File: config.mk
export PLATFORM = sky130hd
export DESIGN_NAME = msg_sequencer
export DESIGN_NICKNAME = d
export VERILOG_FILES = /design/src/rtl/msg_sequencer.sv
export SDC_FILE = /design/constraint.sdc
export NUM_CORES = 1
export LEC_CHECK = 0
export CAP_MARGIN = 10
export CORE_MARGIN = 3
export CORE_UTILIZATION = 33
export CTS_CLUSTER_SIZE = 40
export DETAILED_ROUTE_END_ITERATION = 8
export GPL_TIMING_DRIVEN = 0
export SLEW_MARGIN = 20
export SYNTH_ARGS = -nofsm -noshare
export SYNTH_HDL_FRONTEND = slang
export SYNTH_SLANG_ARGS = --single-unit
File: constraint.sdc
create_clock -name i_clk -period 2 [get_ports i_clk]
set_input_delay 0.5 -clock i_clk [delete_from_list [all_inputs] [get_ports i_clk]]
set_output_delay 0.5 -clock i_clk [all_outputs]
set_load 0.02 [all_outputs]
File: src/rtl/msg_sequencer.sv
// msg_sequencer: plays a fixed-length message from a registered character
// source into a serial transmitter with a strobe/ready handshake.
// Optional looping is compiled in with the MSG_SEQ_REPEAT_EN macro. Without
// it, the block returns to IDLE after every message and i_repeat is ignored.
module msg_sequencer #(
    parameter int MSG_LEN    = 16,   // characters per message, 1..256
    parameter int SRC_LAT    = 1,    // source latency after a step/rewind, 1..4
    parameter int GAP_CYCLES = 0     // idle cycles after each message, 0..65535
) (
    input  logic       i_clk,
    input  logic       i_rst,
    input  logic       i_go,
    input  logic       i_repeat,
    input  logic       i_tx_ready,
    input  logic [7:0] i_src_data,
    output logic       o_src_rst,
    output logic       o_src_adv,
    output logic       o_tx_stb,
    output logic [7:0] o_tx_data,
    output logic       o_busy,
    output logic       o_done
);

    localparam int CW = (MSG_LEN > 1) ? $clog2(MSG_LEN) : 1;

    localparam logic [2:0] S_IDLE = 3'd0;
    localparam logic [2:0] S_STEP = 3'd1;
    localparam logic [2:0] S_WAIT = 3'd2;
    localparam logic [2:0] S_LOAD = 3'd3;
    localparam logic [2:0] S_SEND = 3'd4;
    localparam logic [2:0] S_GAP  = 3'd5;

    localparam logic [CW-1:0] LAST_IDX  = CW'(MSG_LEN - 1);
    localparam logic [2:0]    WAIT_LAST = 3'(SRC_LAT - 1);
    localparam logic [15:0]   GAP_LAST  = 16'(GAP_CYCLES - 1);

    logic [2:0]    state_reg, state_next;
    logic          first_reg;
    logic [CW-1:0] count_reg;
    logic [2:0]    wait_reg;
    logic [15:0]   gap_reg;
    logic          tx_stb_reg;
    logic [7:0]    tx_data_reg;
    logic          done_reg;
    logic          again;

    // Whether the end of a message loops straight into a new one
`ifdef MSG_SEQ_REPEAT_EN
    assign again = i_repeat;
`else
    logic unused_repeat;
    assign unused_repeat = i_repeat;
    assign again = 1'b0;
`endif

    // Next-state selection
    always_comb begin
        state_next = state_reg;
        case (state_reg)
            S_IDLE: if (i_go) state_next = S_STEP;
            S_STEP: state_next = S_WAIT;
            S_WAIT: if (wait_reg == WAIT_LAST) state_next = S_LOAD;
            S_LOAD: state_next = S_SEND;
            S_SEND: begin
                if (i_tx_ready) begin
                    if (count_reg != LAST_IDX)
                        state_next = S_STEP;
                    else if (GAP_CYCLES > 0)
                        state_next = S_GAP;
                    else
                        state_next = again ? S_STEP : S_IDLE;
                end
            end
            S_GAP: if (gap_reg == GAP_LAST) state_next = again ? S_STEP : S_IDLE;
            default: state_next = S_IDLE;
        endcase
    end

    // State, counters and the registered transmit strobe/data
    always_ff @(posedge i_clk or posedge i_rst) begin
        if (i_rst) begin
            state_reg   <= S_IDLE;
            first_reg   <= 1'b0;
            count_reg   <= '0;
            wait_reg    <= '0;
            gap_reg     <= '0;
            tx_stb_reg  <= 1'b0;
            tx_data_reg <= 8'h00;
            done_reg    <= 1'b0;
        end else begin
            state_reg <= state_next;
            done_reg  <= 1'b0;
            case (state_reg)
                S_IDLE: begin
                    if (i_go) begin
                        first_reg <= 1'b1;
                        count_reg <= '0;
                    end
                end
                S_STEP: wait_reg <= '0;
                S_WAIT: wait_reg <= wait_reg + 3'd1;
                S_LOAD: begin
                    tx_data_reg <= i_src_data;
                    tx_stb_reg  <= 1'b1;
                end
                S_SEND: begin
                    if (i_tx_ready) begin
                        tx_stb_reg <= 1'b0;
                        if (count_reg != LAST_IDX) begin
                            count_reg <= count_reg + 1'b1;
                            first_reg <= 1'b0;
                        end else begin
                            // Prime for a rewind in case the message loops
                            done_reg  <= 1'b1;
                            gap_reg   <= '0;
                            count_reg <= '0;
                            first_reg <= 1'b1;
                        end
                    end
                end
                S_GAP: gap_reg <= gap_reg + 16'd1;
                default: ;
            endcase
        end
    end

    assign o_src_rst = (state_reg == S_STEP) &&  first_reg;
    assign o_src_adv = (state_reg == S_STEP) && !first_reg;
    assign o_tx_stb  = tx_stb_reg;
    assign o_tx_data = tx_data_reg;
    assign o_busy    = (state_reg != S_IDLE);
    assign o_done    = done_reg;

endmodule

### Wires at chosen ports, followed through buffers, run 1

Bar = 20 um.
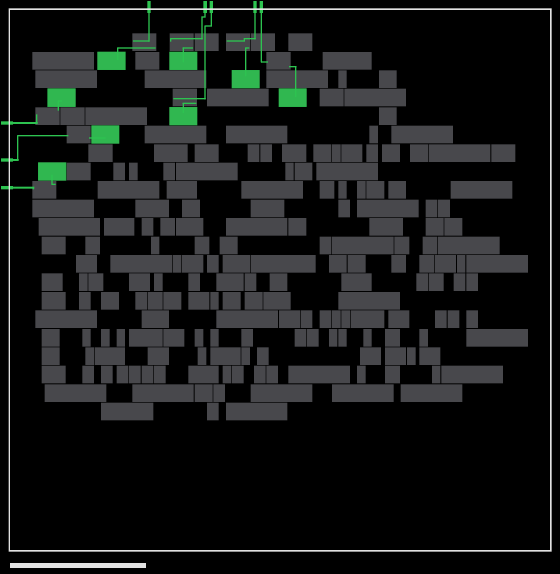
green -> i_src_data  # bits 8, direction input, end cells 8, buffers 8, wire 99.8 um

### A small window of the routed layout, run 1

Region (0, 40) to (40, 80) um. Cells in grey, sequential cells in the stronger grey; small squares are vias.
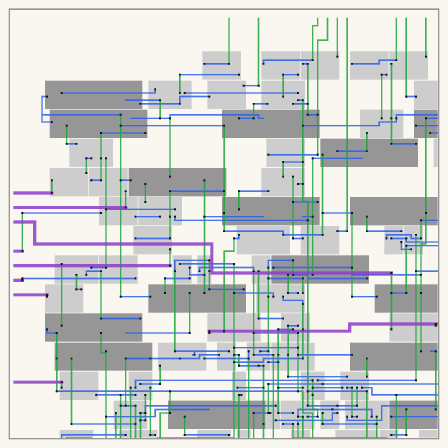
purple -> met3
green -> met2
blue -> met1
cells with their middle in the window = 60
sequential cells in the window = 14
netlist names of flops here include = o_tx_data (7), count_reg (4), gap_reg (2)
most frequent = clkdlybuf4s50_1 (16), dfrtp_1 (14), mux2_2 (7)

==> run_results.csv, run 1 <==
group,metric,value,unit
run_status,status,"finished clean",
setup_path,crit_path_start_kind,"flop",
setup_path,cp.depth,4,
hold_path,hp-class,"in2async",
drt,final_antenna_net_count,0,
final_timing,setup_viol,0,
yosys,ys_seq_share,51.9,%
drt,route.met2.wl,1.55,mm
placement,gp_congestion,0.710,
drt,dr.pass1.iters,4,
clock_tree,clockBufferDepth,2,
final_timing,fmax,519,MHz
yosys,ys.warnings.count,0,
grt,met3_usage,3.72,%
final_timing,finalSetupTns,0,ns
final_timing,fin_ws,0.0740,ns
setup_path,critical_path.slowest_cell,"dfrtp_1",
yosys,netlist_area,1790,sq um
drt,drc,0,
yosys,synth_cell_types,39,
final_timing,final-hold-violation-count,0,
grt,grt_max_degree,28,
yosys,synth_cells,171,
layout,fillers,512,
yosys,aoi_share,15.3,%
clock_tree,root_buffer,"clkbuf_8",
placement,place_area,2130,sq um
floorplan,rows,26,
setup_path,crit_chain,"buf_6 > nor2_4 > nand2_1 > dlygate4sd2_1",
drt,wl_met1,1.77,mm
setup_path,critical_path_class,"reg2out",
setup_path,critPathBufInv,2,
setup_path,crit_path_max_fanout,10,
yosys,yosysTopAreaCellShare,51.9,%
clock_tree,htree_levels,2,
setup_path,reg2reg_depth,6,
power,p_leak,0.971,nW
power,p_comb_share,41.4,%
yosys,synth.area.mux_share,6.24,%
drt,vias_per_cell,5.12,
setup_path,end_kind,"output pin",
floorplan,die_x,79.6,um
yosys,ys_ff,37,
flow_run,drv_cap,0,
grt,overflow,0,
grt,grt_pass1_wl,6.21,mm
yosys,yosys_cells,171,
drt,wl_met3,152,um
floorplan,fp-utilization,34.5,%
grt,track_usage,12.2,%
clock_tree,clock-sinks,37,
### The clock network, run 1

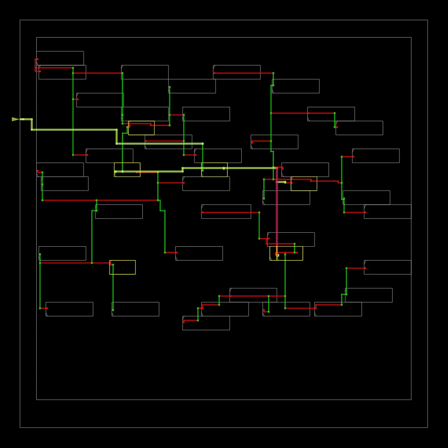
Fin Clk Skew: 0.00663 ns
Clock Buffer Count: 7
Late-Pin Clk Latency: 0.28 ns
Flops: 37

-- run 1: Yosys cell counts (2+ instances only) --
cell / instances
and4_1: 3
o211ai_1: 7
nand3_1: 13
o31ai_1: 6
o2bb2ai_1: 2
o21ai_0: 14
and3_1: 3
ha_1: 4
clkbuf_1: 3
a21oi_1: 6
nor2_1: 5
nand4_1: 7
dfrtp_1: 37
o21ai_1: 3
nor4_1: 2
mux2_2: 9
nor4b_1: 2
nand2_1: 14
xor2_1: 3
inv_1: 9
-- run 1: path summary, 6_finish.rpt --
path / from / endpoint
hold / removal: i_rst / gap_reg[10]$_DFFE_PP0P_
setup / recovery: state_reg[1]$_DFFE_PP0P_ / o_busy
max in group asynchronous: i_rst / state_reg[0]$_DFFE_PP0P_
min in group i_clk: gap_reg[15]$_DFFE_PP0P_ / gap_reg[15]$_DFFE_PP0P_
setup reg to reg: count_reg[0]$_DFFE_PP0P_ / gap_reg[10]$_DFFE_PP0P_
hold reg to reg: gap_reg[15]$_DFFE_PP0P_ / gap_reg[15]$_DFFE_PP0P_
-- run 1: timing repair --
item	4_1_cts	5_1_grt
resized	18	6
pin swaps	1	1
buffers inserted	0	2
hold buffers	0	0
setup endpoints to repair	3	2
-- run 1: through the flow --
step	hold slack, ns	instances	utilization (%)
floorplan	0.445	171	-
global placement	0.470	265	40.9
detailed placement	0.475	266	41.2
CTS	0.467	273	43.1
global route	0.497	275	43.8
finish	0.465	275	43.8
-- run 1: layout make-up --
type                    count  area [sq um]  area share (%)
plain buffers               6          42.5            1.88
clock buffers               7          86.3            3.81
inverters                  10          37.5            1.66
multi-input cells         118           813            35.9
flip-flops and latches     37           927            41.0
well taps                  70          87.6            3.87
repair buffers             27           269            11.9
### Metal layers overlaid, run 1

Only two layers are drawn.
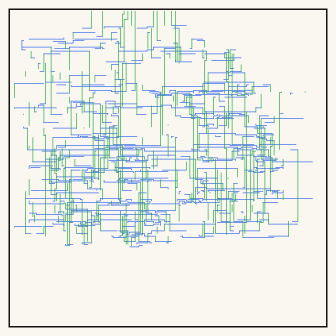

==> run 1 -> run 2 <==
- CORE_MARGIN: 3 -> unset
- CORE_UTILIZATION: 33 -> 50
- PLACE_DENSITY: unset -> 0.74
- SLEW_MARGIN: 20 -> unset
### Metal layers overlaid, run 2

Only two layers are drawn.
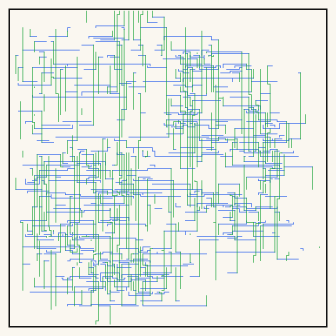
blue -> met1  # wire length 1550 um
green -> met2  # wire length 1710 um

### Register map, names as in the netlist, run 2

Bar = 20 um. Other sequential cells in the stronger grey, the rest of the logic in the fainter grey.
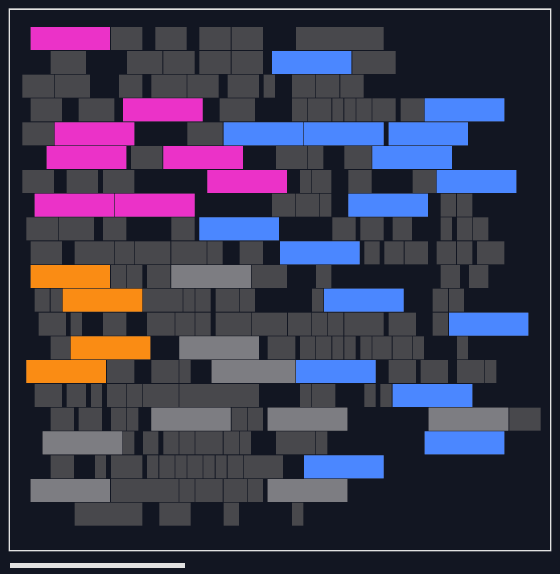
orange -> count_reg  # flops 4, where middle left
blue -> gap_reg  # flops 16
magenta -> o_tx_data  # flops 8, where upper left
Core Util, Final: 66.1%
Seq group: 1.09 mW
FF+latch area: 927 sq um
flop share of the area: 41.4%

### The clock network, run 2

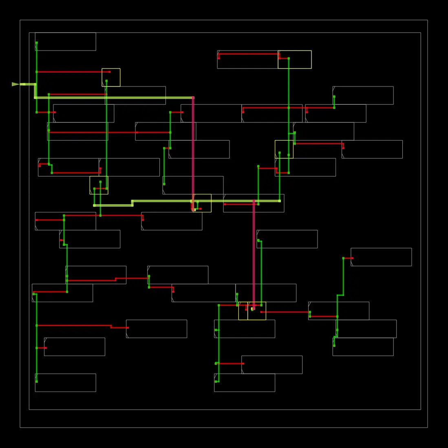
Late-Pin Clk Latency: 0.33 ns
cts bufs inserted: 5
clk pwr: 0.397 mW
clock sinks: 37

==> run 2 against run 1 <==
  * Hold slack better by 0.028 ns
  * Non-clock buffer count did not move
  * Power fell by 2.8%
  * Highest routed layer unchanged
==> run_results.csv, run 2 <==
group,metric,value,unit
placement,place_area,2110,sq um
yosys,synth_cell_types,39,
setup_path,r2r-start,"count_reg[0]$_DFFE_PP0P_",
yosys,yosysTopAreaCellShare,51.9,%
grt,track_usage,21.5,%
final_timing,whs,0.493,ns
grt,met3_usage,4.76,%
yosys,netlist_area,1790,sq um
setup_path,crit_path_start_kind,"flop",
clock_tree,clockBufferDepth,2,
floorplan,fp-utilization,52.7,%
power,p_leak,0.970,nW
drt,vias_per_cell,5.67,
layout,finalNonFillerCells,251,
hold_path,whs_endpoint,"gap_reg[15]$_DFFE_PP0P_",
drt,drc,0,
final_timing,fin_skew,0.0104,ns
drt,route.met2.wl,1.71,mm
final_timing,setup_viol,0,
drt,dr.pass1.iters,4,
setup_path,crit_chain,"clkbuf_4 > inv_1 > nor4_4 > buf_4",
yosys,yosys-top-cells-count,"dfrtp_1, nand2_1, o21ai_0",
grt,grt_pass1_wl,5.80,mm
drt,wl_met3,143,um
floorplan,rows,21,
yosys,ys_seq_share,51.9,%
hold_path,hp-start,"gap_reg[15]$_DFFE_PP0P_",
yosys,synth_cells,171,
final_timing,finalSetupTns,0,ns
clock_tree,root_buffer,"clkbuf_4",
yosys,ys_ff,37,
setup_path,crit_path_max_fanout,10,
yosys,most_common_cell,"dfrtp_1",
setup_path,critical_path_class,"reg2out",
placement,gp_congestion,0.738,
yosys,yosys_cells,171,
hold_path,hp-class,"reg2reg",
floorplan,die_x,61.8,um
drt,wl_met1,1.55,mm
setup_path,critical_path.slowest_cell,"dfrtp_2",
run_status,status,"finished clean",
==> run 2: where the power goes <==
part	total (mW)	leakage, nW	switching [mW]	internal, mW
registers	1.09	0.481	0.139	0.947
clock network	0.397	0.0314	0.231	0.166
logic	1.18	0.458	0.610	0.570
total	2.66	0.970	0.979	1.68
==> run 2: cell families (layout without fill, tap and decap cells) <==
group	Yosys count	after routing	share of synthesized area (%)
buf+inv	16	50	4.06
compound gates	43	43	15.3
simple gates	57	57	17.8
flops	37	37	51.9
xor+xnor	4	4	1.96
mux	10	10	6.24
fa+ha+maj	4	4	2.80
==> run 2: final cells by class <==
class	instances	area (sq um)
Buffer	6	63.8
Clock buffer	7	55.1
Fill cell	263	1150
Inverter	10	37.5
Multi-Input combinational cell	118	822
Sequential cell	37	927
Tap cell	46	57.6
Timing Repair Buffer	27	277
==> run 2: worst register-to-register path, cell delays in order, from the launching register on <==
cell and delay (ns):
dfrtp_1 0.43, ha_1 0.24, and3_1 0.19, nand4_1 0.22, clkbuf_1 0.41, o211ai_1 0.16
o31ai_1 0.11
==> run 2: how the worst max path moves through the flow <==
stage                                         from   endpoint  slack, ns  cells past startpoint
final                     state_reg[0]$_DFFE_PP0P_  o_src_rst       0.08                      4
after floorplan           state_reg[0]$_DFFE_PP0P_  o_src_adv       0.03                      3
after global routing      state_reg[0]$_DFFE_PP0P_  o_src_rst      -0.01                      4
after global placement    state_reg[0]$_DFFE_PP0P_  o_src_rst      -0.30                      4
after detailed placement  state_reg[0]$_DFFE_PP0P_  o_src_rst      -0.37                      4
after CTS                 state_reg[1]$_DFFE_PP0P_     o_busy     0.0009                      4
==> run 2: what timing repair did <==
action,4_1_cts,5_1_grt
resized,23,3
hold buffers,0,0
pin swaps,1,3
endpoints found under the hold margin,0,0
setup endpoints to repair,3,3
setup buffers,1,1
### A small window of the routed layout, run 2

Region (0, 22) to (40, 62) um. Cells in grey, sequential cells in the stronger grey; small squares are vias.
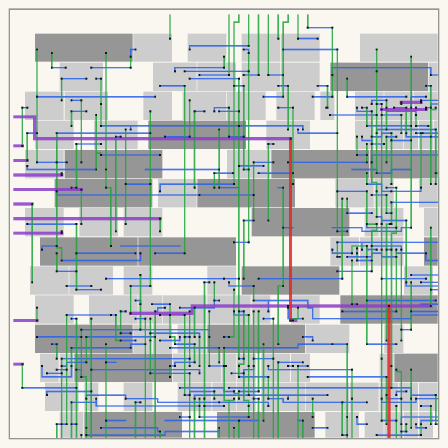

==> run 2 -> run 3 <==
- ABC_AREA: unset -> 1
### A small window of the routed layout, run 3

Region (0, 23) to (40, 63) um. Cells in grey, sequential cells in the stronger grey; small squares are vias.
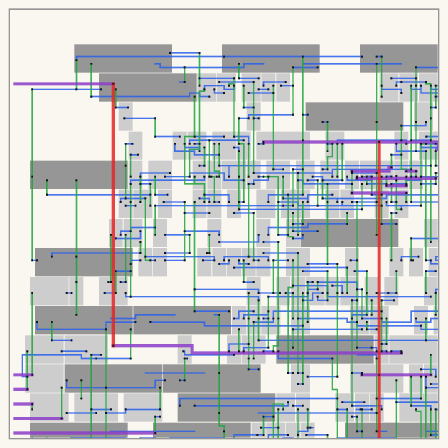
blue -> met1
purple -> met3
red -> met4
green -> met2
netlist names of flops here include = gap_reg (11), o_tx_data (3), wait_reg (2)
cells with their middle in the window = 126
sequential cells in the window = 17
most frequent = nand2_1 (40), dfrtp_1 (17), inv_1 (15)

### Register map, names as in the netlist, run 3

Bar = 20 um. Other sequential cells in the stronger grey, the rest of the logic in the fainter grey.
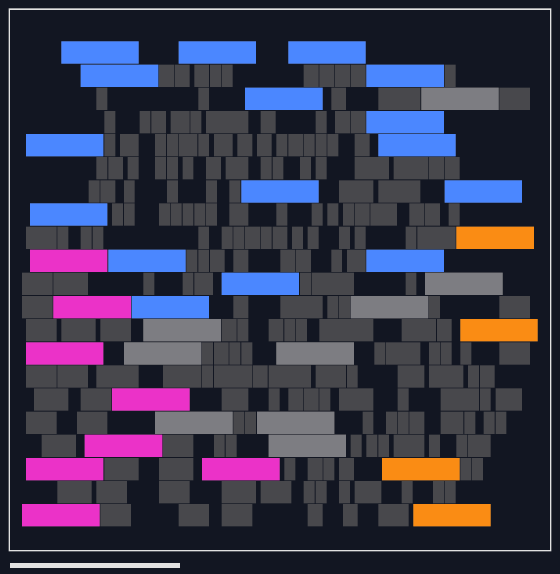
magenta -> o_tx_data  # flops 8
orange -> count_reg  # flops 4
blue -> gap_reg  # flops 16
not coloured = 9
Core Util, Final: 65.7%
FF+latch area: 926 sq um
Seq group: 0.760 mW

### The clock network, run 3

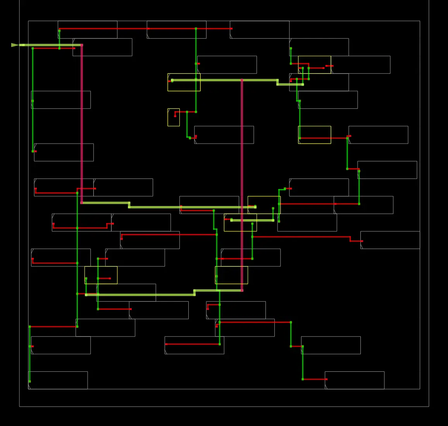
clk pwr: 0.571 mW
Late-Pin Clk Latency: 0.29 ns
Fin Clk Skew: 0.0104 ns

==> run 3 against run 2 <==
  * Register-to-register slack improved by 0.35 ns
  * Die area grew 5.7%
  * Non-clock buffer count fell by 8
  * Critical path depth is 1 lower
  * Sequential share of layout area decreased by 0.76 points
  * First-iteration DRC count unchanged
  * Clock-buffer cell count did not move
  * Largest cell class unchanged
  * Largest power group is now sequential cells
==> run_results.csv, run 3 <==
group,metric,value,unit
clock_tree,post_cts_buffers,0,
setup_path,crit_path_max_fanout,5,
yosys,ys_seq_share,49.0,%
clock_tree,htree_levels,2,
yosys,ys_sh_xor,0.927,%
placement,gp_congestion,0.765,
yosys,ys_ff,37,
yosys,yosys-top-cells-count,"nand2_1, dfrtp_1, inv_1",
grt,grt_max_degree,38,
drt,dr.pass1.iters,4,
clock_tree,cts_resized,4,
final_timing,setup_viol,0,
final_timing,final-hold-violation-count,0,
drt,route.met2.wl,1.46,mm
power,power.share.clock,40.7,%
power,top_power_group,"sequential cells",
final_timing,finalSetupTns,0,ns
clock_tree,clock-sinks,37,
drt,drc,0,
final_timing,fin_ws,0.155,ns
grt,met3_usage,7.43,%
yosys,ys.warnings.count,0,
yosys,netlist_area,1890,sq um
floorplan,die_x,63.5,um
setup_path,crit_path_start_kind,"flop",
setup_path,crit_chain,"nor2_4 > nand2_1 > dlygate4sd2_1",
power,p_int,1.11,mW
yosys,synth_cell_types,28,
power,p_leak,1.11,nW
setup_path,end_kind,"output pin",
flow_run,drv_cap,0,
run_status,status,"finished clean",
clock_tree,clockBufferDepth,2,
power,power_switching,0.297,mW
clock_tree,postCtsHoldBufs,0,
drt,wl_met1,1.62,mm
power,p_comb_share,5.1,%
yosys,top_logic_kind,"simple AND/OR/NAND/NOR gates",
yosys,synthSimpleGateAreaFrac,27.7,%
power,pg_comb,0.0718,mW
yosys,synth_cells,221,
floorplan,rows,21,
layout,fillers,319,
setup_path,critical_path.slowest_cell,"dfrtp_1",
setup_path,critical_path_class,"reg2out",
hold_path,hp-class,"reg2reg",
final_timing,fmax,542,MHz
yosys,synth.area.mux_share,5.29,%
clock_tree,root_buffer,"clkbuf_8",
yosys,yosysTopAreaCellShare,49.0,%
setup_path,critPathBufInv,1,
drt,wl_met3,159,um
drt,final_antenna_net_count,0,
grt,track_usage,19.6,%
power,share_seq_of_total_power,54.2,%
## run 3: cell types whose count changed in the layout (fill, tap and decap cells not counted), sizes merged, moves of 3 or more
cell    previous run  this run
and4               3         0
nand4              7         3
inv               10        31
o211ai             7         0
nand3             13        18
buf                8         1
o31ai              7         0
nor2               6        24
and3               3         0
nand2             14        61
## run 3: final timing paths
check | start | end | cells after the start
worst max register to register | count_reg[0]$_DFFE_PP0P_ | gap_reg[4]$_DFFE_PP0P_ | 7
worst max-delay path | state_reg[0]$_DFFE_PP0P_ | o_busy | 3
max in group asynchronous | i_rst | gap_reg[4]$_DFFE_PP0P_ | 2
worst min-delay path | o_tx_stb$_DFFE_PP0P_ | o_tx_stb$_DFFE_PP0P_ | 2
worst min register to register | o_tx_stb$_DFFE_PP0P_ | o_tx_stb$_DFFE_PP0P_ | 2
min in group asynchronous | i_rst | wait_reg[1]$_DFFE_PP0P_ | 2
## run 3: final cells by class
class / instances / area, sq um / share of cell area, %
clock inverters: 1 / 5.00 / 0.220
inverters: 31 / 116 / 5.11
multi-input cells: 152 / 837 / 36.7
well taps: 46 / 57.6 / 2.53
flip-flops and latches: 37 / 926 / 40.6
plain buffers: 1 / 11.3 / 0.494
clock buffers: 7 / 96.3 / 4.23
repair buffers: 24 / 229 / 10.0
## run 3: through the flow
stage / hold slack, ns / utilization, % / power, mW / instance area, sq um / cells
global placement: 0.486 / 63.1 / 0.847 / 2190 / 291
CTS: 0.506 / 65.9 / 1.42 / 2290 / 299
floorplan: 0.462 / - / 0.804 / 1890 / 221
global route: 0.516 / 65.7 / 1.46 / 2280 / 299
finish: 0.502 / 65.7 / 1.40 / 2280 / 299
detailed placement: 0.492 / 63.1 / 0.848 / 2190 / 291
Power and IR drop assume default switching activity.
